===== src/rtl/xout_change_fifo_pkg.sv =====
`default_nettype none
// ============================================================================
//  Module      : xout_change_fifo_pkg
//  Description : Shared constants and helpers for the XOUT change-log FIFO.
//  Revision    : 1.0  initial release
// ============================================================================
package xout_change_fifo_pkg;

    // Name of the reusable storage sub-module instantiated by the top level.
    localparam string FIFO_SUB_NAME = "xout_change_fifo_sync_fifo";

    // Occupancy counter width: must represent 0..DEPTH inclusive.
    function automatic int calc_cw(input int depth);
        return $clog2(depth) + 1;
    endfunction

endpackage
`default_nettype wire


===== src/rtl/xout_change_fifo_sync_fifo.sv =====
`default_nettype none
// ============================================================================
//  Module      : xout_change_fifo_sync_fifo
//  Description : Show-ahead synchronous FIFO with a registered head value.
//                Full/empty come from the occupancy counter; a push into a
//                full FIFO is only taken when a pop frees a slot in the
//                same cycle.
//  Revision    : 1.0  initial release
// ============================================================================
module xout_change_fifo_sync_fifo
    import xout_change_fifo_pkg::*;
#(
    parameter  int WIDTH = 8,
    parameter  int DEPTH = 8,
    localparam int CW    = calc_cw(DEPTH),
    localparam int AW    = $clog2(DEPTH)
) (
    input  logic             CLK,
    input  logic             RESET,
    input  logic             PUSH,
    input  logic             POP,
    input  logic [WIDTH-1:0] DIN,
    output logic [WIDTH-1:0] DOUT,
    output logic             DVALID,
    output logic [CW-1:0]    COUNT,
    output logic             FULL
);

    logic [WIDTH-1:0] r_mem [DEPTH];
    logic [AW-1:0]    r_rd_ptr;
    logic [AW-1:0]    r_wr_ptr;
    logic [CW-1:0]    r_count;
    logic [WIDTH-1:0] r_head;

    logic             w_full;
    logic             w_empty;
    logic             w_pop;
    logic             w_push;
    logic [AW-1:0]    w_rd_ptr_next;
    logic [CW-1:0]    w_count_next;
    logic [WIDTH-1:0] w_head_next;

    // Handshake qualification, next occupancy and next head value.
    always_comb begin
        w_full        = (r_count == CW'(DEPTH));
        w_empty       = (r_count == CW'(0));
        w_pop         = POP && !w_empty;
        w_push        = PUSH && (!w_full || w_pop);
        w_rd_ptr_next = r_rd_ptr + AW'(w_pop);

        w_count_next = r_count;
        case ({w_push, w_pop})
            2'b10:   w_count_next = r_count + CW'(1);
            2'b01:   w_count_next = r_count - CW'(1);
            default: w_count_next = r_count;
        endcase

        // The head register holds its last value once the FIFO drains.
        // When the next head slot is the one being written this cycle, the
        // incoming word is forwarded into the head register (visible next
        // cycle, never combinationally).
        w_head_next = r_head;
        if (w_count_next != CW'(0)) begin
            if (w_push && (w_rd_ptr_next == r_wr_ptr)) begin
                w_head_next = DIN;
            end else begin
                w_head_next = r_mem[w_rd_ptr_next];
            end
        end
    end

    // Storage array write port; no reset needed, contents are never observed
    // before being written.
    always_ff @(posedge CLK) begin
        if (RESET && w_push) begin
            r_mem[r_wr_ptr] <= DIN;
        end
    end

    // Pointer, occupancy and head registers.
    always_ff @(posedge CLK) begin
        if (!RESET) begin
            r_rd_ptr <= '0;
            r_wr_ptr <= '0;
            r_count  <= '0;
            r_head   <= '0;
        end else begin
            if (w_push) begin
                r_wr_ptr <= r_wr_ptr + AW'(1);
            end
            r_rd_ptr <= w_rd_ptr_next;
            r_count  <= w_count_next;
            r_head   <= w_head_next;
        end
    end

    assign DOUT   = r_head;
    assign DVALID = !w_empty;
    assign COUNT  = r_count;
    assign FULL   = w_full;

endmodule
`default_nettype wire


===== src/rtl/xout_change_fifo.sv =====
`default_nettype none
// ============================================================================
//  Module      : xout_change_fifo
//  Description : Logs value transitions of the upstream XOUT stream. A sample
//                is queued only when it differs from the previous enabled
//                sample (or is the first after EN rises). Dropped changes
//                raise a sticky OVERFLOW flag.
//  Revision    : 1.0  initial release
// ============================================================================
module xout_change_fifo
    import xout_change_fifo_pkg::*;
#(
    parameter  int WIDTH = 8,
    parameter  int DEPTH = 8,
    localparam int CW    = calc_cw(DEPTH)
) (
    input  logic             CLK,
    input  logic             RESET,
    input  logic             EN,
    input  logic [WIDTH-1:0] XIN,
    input  logic             DREADY,
    input  logic             CLR_OVF,
    output logic [WIDTH-1:0] DOUT,
    output logic             DVALID,
    output logic [CW-1:0]    COUNT,
    output logic             OVERFLOW
);

    logic [WIDTH-1:0] r_prev;
    logic             r_prev_valid;
    logic             r_overflow;

    logic             w_push_req;
    logic             w_push;
    logic             w_pop;
    logic             w_full;

    // Change detection and push acceptance against the current occupancy.
    always_comb begin
        w_push_req = EN && (!r_prev_valid || (XIN != r_prev));
        w_pop      = DVALID && DREADY;
        w_push     = w_push_req && (!w_full || w_pop);
    end

    // Previous-sample tracker; EN low invalidates it so the next enabled
    // sample is always logged.
    always_ff @(posedge CLK) begin
        if (!RESET) begin
            r_prev       <= '0;
            r_prev_valid <= 1'b0;
        end else if (EN) begin
            r_prev       <= XIN;
            r_prev_valid <= 1'b1;
        end else begin
            r_prev_valid <= 1'b0;
        end
    end

    // Sticky overflow flag; a new drop wins over a simultaneous clear.
    always_ff @(posedge CLK) begin
        if (!RESET) begin
            r_overflow <= 1'b0;
        end else if (w_push_req && !w_push) begin
            r_overflow <= 1'b1;
        end else if (CLR_OVF) begin
            r_overflow <= 1'b0;
        end
    end

    xout_change_fifo_sync_fifo #(
        .WIDTH (WIDTH),
        .DEPTH (DEPTH)
    ) u_fifo (
        .CLK    (CLK),
        .RESET  (RESET),
        .PUSH   (w_push),
        .POP    (w_pop),
        .DIN    (XIN),
        .DOUT   (DOUT),
        .DVALID (DVALID),
        .COUNT  (COUNT),
        .FULL   (w_full)
    );

    assign OVERFLOW = r_overflow;

endmodule
`default_nettype wire


===== config.mk =====
export PLATFORM = sky130hd
export DESIGN_NAME = xout_change_fifo
export DESIGN_NICKNAME = d
export VERILOG_FILES = /design/src/rtl/xout_change_fifo_pkg.sv /design/src/rtl/xout_change_fifo_sync_fifo.sv /design/src/rtl/xout_change_fifo.sv
export SDC_FILE = /design/constraint.sdc
export NUM_CORES = 1
export LEC_CHECK = 0
export CAP_MARGIN = 0
export CORE_ASPECT_RATIO = 1.2
export CORE_UTILIZATION = 61
export CTS_BUF_LIST = sky130_fd_sc_hd__clkbuf_8
export DETAILED_ROUTE_END_ITERATION = 10
export GPL_TIMING_DRIVEN = 0
export PLACE_DENSITY = 0.83
export RECOVER_POWER = 50
export REMOVE_ABC_BUFFERS = 1
export SYNTH_ARGS = -nofsm -noshare
export SYNTH_HDL_FRONTEND = slang
export SYNTH_SLANG_ARGS = --single-unit

===== constraint.sdc =====
create_clock -name CLK -period 4 [get_ports CLK]
set_input_delay 0.6 -clock CLK [delete_from_list [all_inputs] [get_ports CLK]]
set_output_delay 0.6 -clock CLK [all_outputs]
set_load 0.01 [all_outputs]

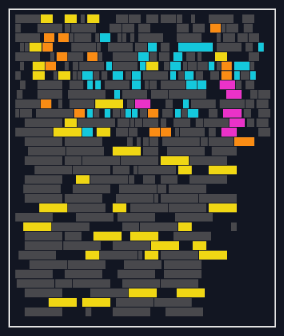
**Above:** run 1 (gate families picked out).
Key: orange = xor and xnor cells [cells 15]; magenta = fa/ha/maj cells [cells 6]; cyan = aoi and oai cells [cells 32]; yellow = mux cells [cells 34, where spread over the die]
most instantiated logic cell after routing: edfxtp_1
Non-Filler Instances: 389
combinational share of cell area: 32.3%

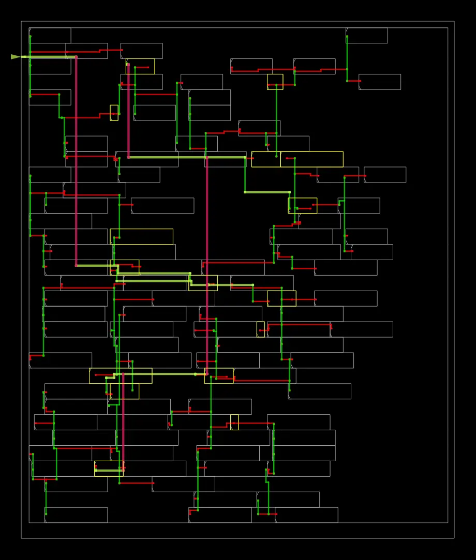
**Above:** run 1 (the clock network).
Flops: 92
# clk buffers: 9
Clk power: 714 uW
Clock Latency Late Sink: 0.36 ns
Clock Skew: 0.0119 ns

==> impl_metrics.tcl, run 1 <==
# yosys + openroad results
set metrics [dict create \
    setup_tns_ns 0 \
    dieArea_um2 6920 \
    p_leak_nw 1.57 \
    combPwrFrac_pct 34.7 \
    hold_buffers 0 \
    crit_path_end "u_fifo.DOUT[1]" \
    stdcell_area_um2 4540 \
    p_sw_share_pct 30.4 \
    synthXorXnorAreaFrac_pct 3.27 \
    overflow 0 \
    top_register "u_fifo.r_mem" \
    yosys-stat-area_um2 4020 \
    crit_start "XIN[1]" \
    fin_hold_ws_ns 0.496 \
    wl_met2_um 4030 \
    coreArea_um2 6410 \
    powerDensity_nw_per_um2 630 \
    drtAntennaViolNets 0 \
    post-dp-hpwl_um 5070 \
    antenna_cells 0 \
    use_met3_pct 3.94 \
    pg_comb_uw 994 \
    cts.clk_slew.worst_paths_ns 0.09 \
    critical_path_class "in -> reg" \
    worst_pin_slew_ns 1.29 \
    wl_met3_um 454 \
    num_vias 2424 \
    ys_ff 92 \
    grtUsageTotal_pct 24.9 \
    cts_buffer_depth 2 \
    largest_reg_flops 64 \
    hp-start "u_fifo.DOUT[0]" \
    min_period_ns 3.74 \
    hold_end "u_fifo.DOUT[0]" \
    ys_seq_share_pct 61.8 \
    min_path_cells 2 \
    ys_sh_adder_pct 1.87 \
    avgViaCountPerCell 6.23 \
    drc_errors 0 \
    die_h_um 90.9 \
    lay_top_cells "64 x edfxtp_1, 28 x dfxtp_1, 16 x mux4_2" \
    grt_pass1_vias 2383 \
    ys_cells 276 \
    synthToLayoutAreaGrowth_pct 13.0 \
    worstPathRequired_ns 4.26 \
    htree_levels 3 \
    p_total_mw 2.86 \
    top_cell "edfxtp_1" \
    antenna_found_initial 0 \
    synth_warnings 0 \
    power_leader "registers" \
    place_ws_ns -0.928 \
    layout-drive-gt1-share_pct 19.7 \
    finalSetupViolCount 0 \
    min_path_type "reg -> reg" \
    wirelength_um 7890 \
    wl_met1_um 3210 \
    worstSetupStartpointType "input pin" \
    async_flop_share_pct 0 \
    seq-power_mw 1.16 \
    max_slew_margin_pct 13.5 \
    p_int_mw 1.99 \
    tritoncts "built" \
    wl_per_cell_um 20.3 \
    grtUsageMet2_pct 40.2 \
    place_area_um2 4330 \
    finalWorstSetupSlack_ns 0.257 \
    nets 318 \
    fmax_mhz 267 \
    rsz0062_at_grt "no" \
    avgSynthCellArea_um2 14.6 \
    crit_arrival_ns 4.00 \
    synth_cell_types 44 \
    timing.rr.end "u_fifo.DOUT[1]" \
    ff_type "edfxtp_1" \
    fin_crit_sh_pct 93.6 \
    core_util_floorplan_pct 62.7 \
    drt_first_pass_iters 4 \
    cts-root-buf "clkbuf_8" \
    placed_cells 373 \
    cts_made_buffers 9 \
    end_kind "flip-flop" \
    path_max_fanout 12 \
    grt_max_degree 21 \
    grt_pass1_wl_um 12500 \
    yosysTopAreaCellShare_pct 47.8 \
    maxCapViolCount 0 \
    drt_iter0_drc 289 \
    place_congestion 0.791 \
    outcome "finished, final reports clean" \
    peakVddDrop_mv 0.455 \
    syn-instance-count 276 \
    maxUsedRoutingLayer "met4" \
    logic_family "multiplexers" \
    r2r.worst_path.cells 12 \
    rr_startpoint "r_prev[3]" \
    use_met1_pct 32.7 \
    syn_area_um2 4020 \
    edf_count 64 \
    hold_viol_final 0 \
    final_util_pct 70.9 \
    yosys.area_share.simple_pct 9.18 \
    synthMuxAreaShare_pct 13.7 \
    tool_warnings 26 \
    yosysTopAreaCell "edfxtp_1" \
    pwr-share-seq_pct 40.3 \
    clock_sinks 92 \
    common_cells "64 x edfxtp_1, 28 x dfxtp_1, 16 x mux4_2, 15 x nor2_1" \
    aoi_share_pct 7.35 \
    die_x_um 76.1 \
    slew_violations 0 \
    io_buffers 26 \
    cts_setup_buffers 0 \
    pin_count 27 \
    busiest_layer "met2" \
    p_switching_uw 871 \
    worst-r2r-setup-slack_ns 0.41 \
    fp-row-count 32 \
    topCellsByArea "edfxtp_1 48%, dfxtp_1 14%, mux4_2 9.0%" \
]
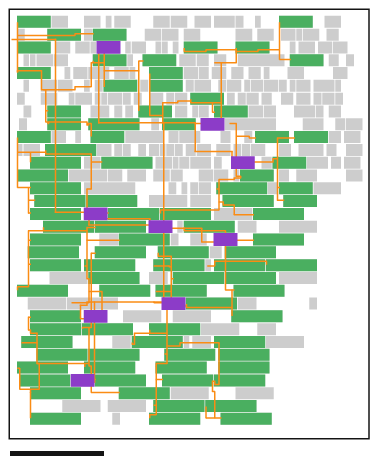
**Above:** run 1 (clock wires, drivers and flops).
Scale bar: 20 um.
Key: green = flip-flops [count 92]; orange = clock wires [length 893 um]; purple = clock-net drivers [count 9]
There are 10 routed clock nets. Position of the flops: spread over the die.
Clk pwr share: 24.9%

-- run 1: critical path: stages --
cell and delay (ns):
clkbuf_1 0.40, xnor2_1 0.18, nand2_1 0.11, or4_4 0.53, nand3_2 0.22, ha_2 0.27, xor2_1 0.16, ha_1 0.26
nor3b_1 0.25, a21oi_1 0.12, a211o_1 0.38, a21o_2 0.29, a311oi_1 0.23
-- run 1: final cells by class --
type                            instances  area (um^2)
Sequential cell                        92         2480
Fill cell                             446         1860
Multi-Input combinational cell        164         1470
Timing Repair Buffer                   28          236
Clock buffer                            9          124
Clock inverter                          7          109
Tap cell                               85          106
Inverter                                4         15.0
-- run 1: timing repair --
action | CTS | global route
gates cloned | 0 | 0
gates resized | 10 | 18
endpoints found under the setup margin | 9 | 8
**Run 1: cells colored by class**

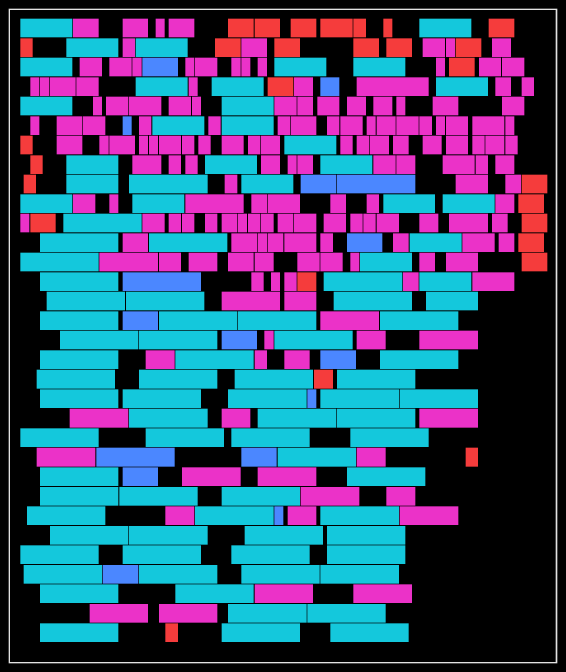

==> run 1 -> run 2 <==
Settings changed: PLACE_DENSITY 0.83 to 0.82.
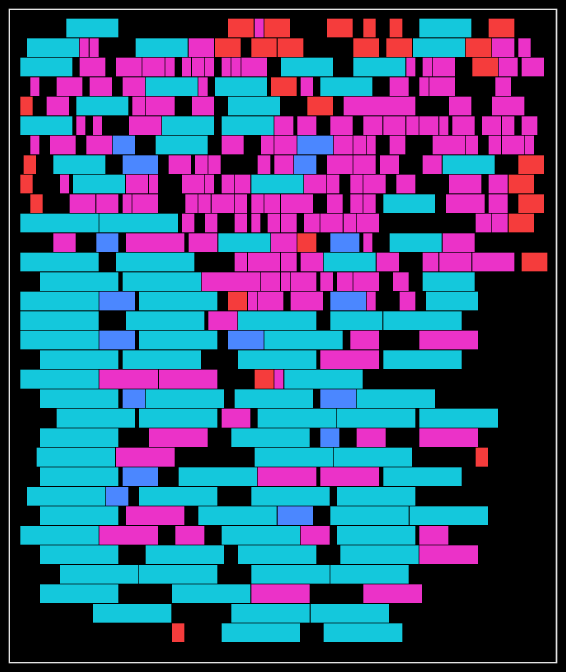
**Above:** run 2 (cells colored by class).
Key: red = remaining buffers and delay cells [cells 29, share of their area 5.5%]; magenta = remaining logic cells [cells 168, share of their area 34%]; blue = clock drivers and dummy loads [cells 16, share of their area 4.2%]; cyan = registers [cells 92, share of their area 56%]
post-route cell area: 4510 um^2
Row Count: 32
Seq area share: 55.1%
Core Region: 6410 um^2

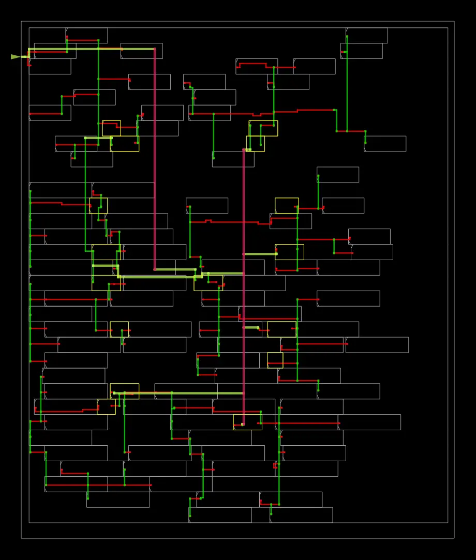
**Above:** run 2 (the clock network).
Clock Latency Late Sink: 0.35 ns
clock sink total: 92
Clock Skew: 0.0119 ns
Clk power: 585 uW

==> impl_metrics.tcl, run 2 <==
# yosys + openroad results
set metrics [dict create \
    logic_area_um2 1470 \
    p_int_mw 1.83 \
    slew_violations 0 \
    yosysTopAreaCellShare_pct 47.8 \
    htree_levels 3 \
    flops 92 \
    max_slew_margin_pct 28.4 \
    yosys-stat-area_um2 4020 \
    pin_count 27 \
    topCellsByArea "edfxtp_1 48%, dfxtp_1 14%, mux4_2 9.0%" \
    layout-drive-gt1-share_pct 21.6 \
    cts.clk_slew.worst_paths_ns 0.10 \
    aoi_share_pct 7.35 \
    grt_pass1_vias 2266 \
    rr_startpoint "r_prev[4]" \
    nWellTaps 85 \
    clockPowerShare_pct 21.4 \
    cts_buffer_depth 2 \
    signal_buffers 29 \
    outcome "finished, final reports clean" \
    worstPathRequired_ns 4.26 \
    largest_reg_flops 64 \
    dieArea_um2 6920 \
    cpPeakStageDelay_ns 0.98 \
    comb-cell-share_pct 32.7 \
    common_cells "64 x edfxtp_1, 28 x dfxtp_1, 16 x mux4_2, 15 x nor2_1" \
    synthToLayoutAreaGrowth_pct 12.1 \
    p_total_mw 2.73 \
    p_leak_nw 1.54 \
    nFillCells 434 \
    yosys.area_share.simple_pct 9.18 \
    min_path_cells 2 \
    combPwrFrac_pct 36.3 \
    crit_start "EN" \
    overflow 0 \
    grt_pass1_wl_um 11900 \
    path_buffers 1 \
    inverters_excl_clock 4 \
    ys_sh_adder_pct 1.87 \
    final_cells 390 \
    hp-start "u_fifo.DOUT[3]" \
    p_switching_uw 904 \
    largest_class "flip-flops and latches" \
    path_max_fanout 16 \
    fmax_mhz 266 \
    min_path_type "reg -> reg" \
    lay_top_count "edfxtp_1" \
    post_cts_resized 10 \
    drt_iter0_drc 194 \
    clock_area_share_pct 4.14 \
    drtAntennaViolNets 0 \
    grtUsageTotal_pct 23.6 \
    place_area_um2 4330 \
    worst-r2r-setup-slack_ns 0.41 \
    die_h_um 90.9 \
    fin_hold_ws_ns 0.499 \
    edf_count 64 \
    synth_warnings 0 \
    yosysTopAreaCell "edfxtp_1" \
    powerDensity_nw_per_um2 605 \
    placed_cells 373 \
    cp_cell_sequence "clkdlybuf4s50_1 > nand3_2 > ha_2 > xor2_1 > ha_1 > nor3b_1 > a21oi_1 > a211o_1 > a21o_2 > a311oi_1" \
    min_period_ns 3.76 \
    wirelength_um 7680 \
    finalSetupViolCount 0 \
    avgSynthCellArea_um2 14.6 \
    fin_crit_sh_pct 93.9 \
    wl_per_cell_um 19.7 \
    io_buffers 26 \
    syn-instance-count 276 \
    place_congestion 0.823 \
    core_util_floorplan_pct 62.7 \
]
## run 2: cell counts after synthesis
No cell type changed its count.
## run 2: power by group through the flow
stage	combinational [mW]	clock, mW	sequential, mW
5_1_grt	1.06	0.630	1.16
3_3_place_gp	0.975	0	1.17
2_1_floorplan	0.686	0	1.19
3_5_place_dp	0.997	0	1.18
6_report	0.991	0.585	1.15
4_1_cts	1.00	0.594	1.15
## run 2: tightest hold or removal path, cell delays in order (launching register included)
cell	delay, ns
dfxtp_1	0.33
nand2_1	0.06
o32ai_1	0.07
## run 2: routing by layer
metal | global-route usage (%) | wire length, um | vias up
met5 | 0 | 0 | -
met4 | 12.0 | 237 | 0
met3 | 5.35 | 354 | 16
met2 | 37.3 | 3740 | 72
met1 | 30.8 | 3350 | 1214
li1 | - | - | 1122
Power and IR drop assume default switching activity.
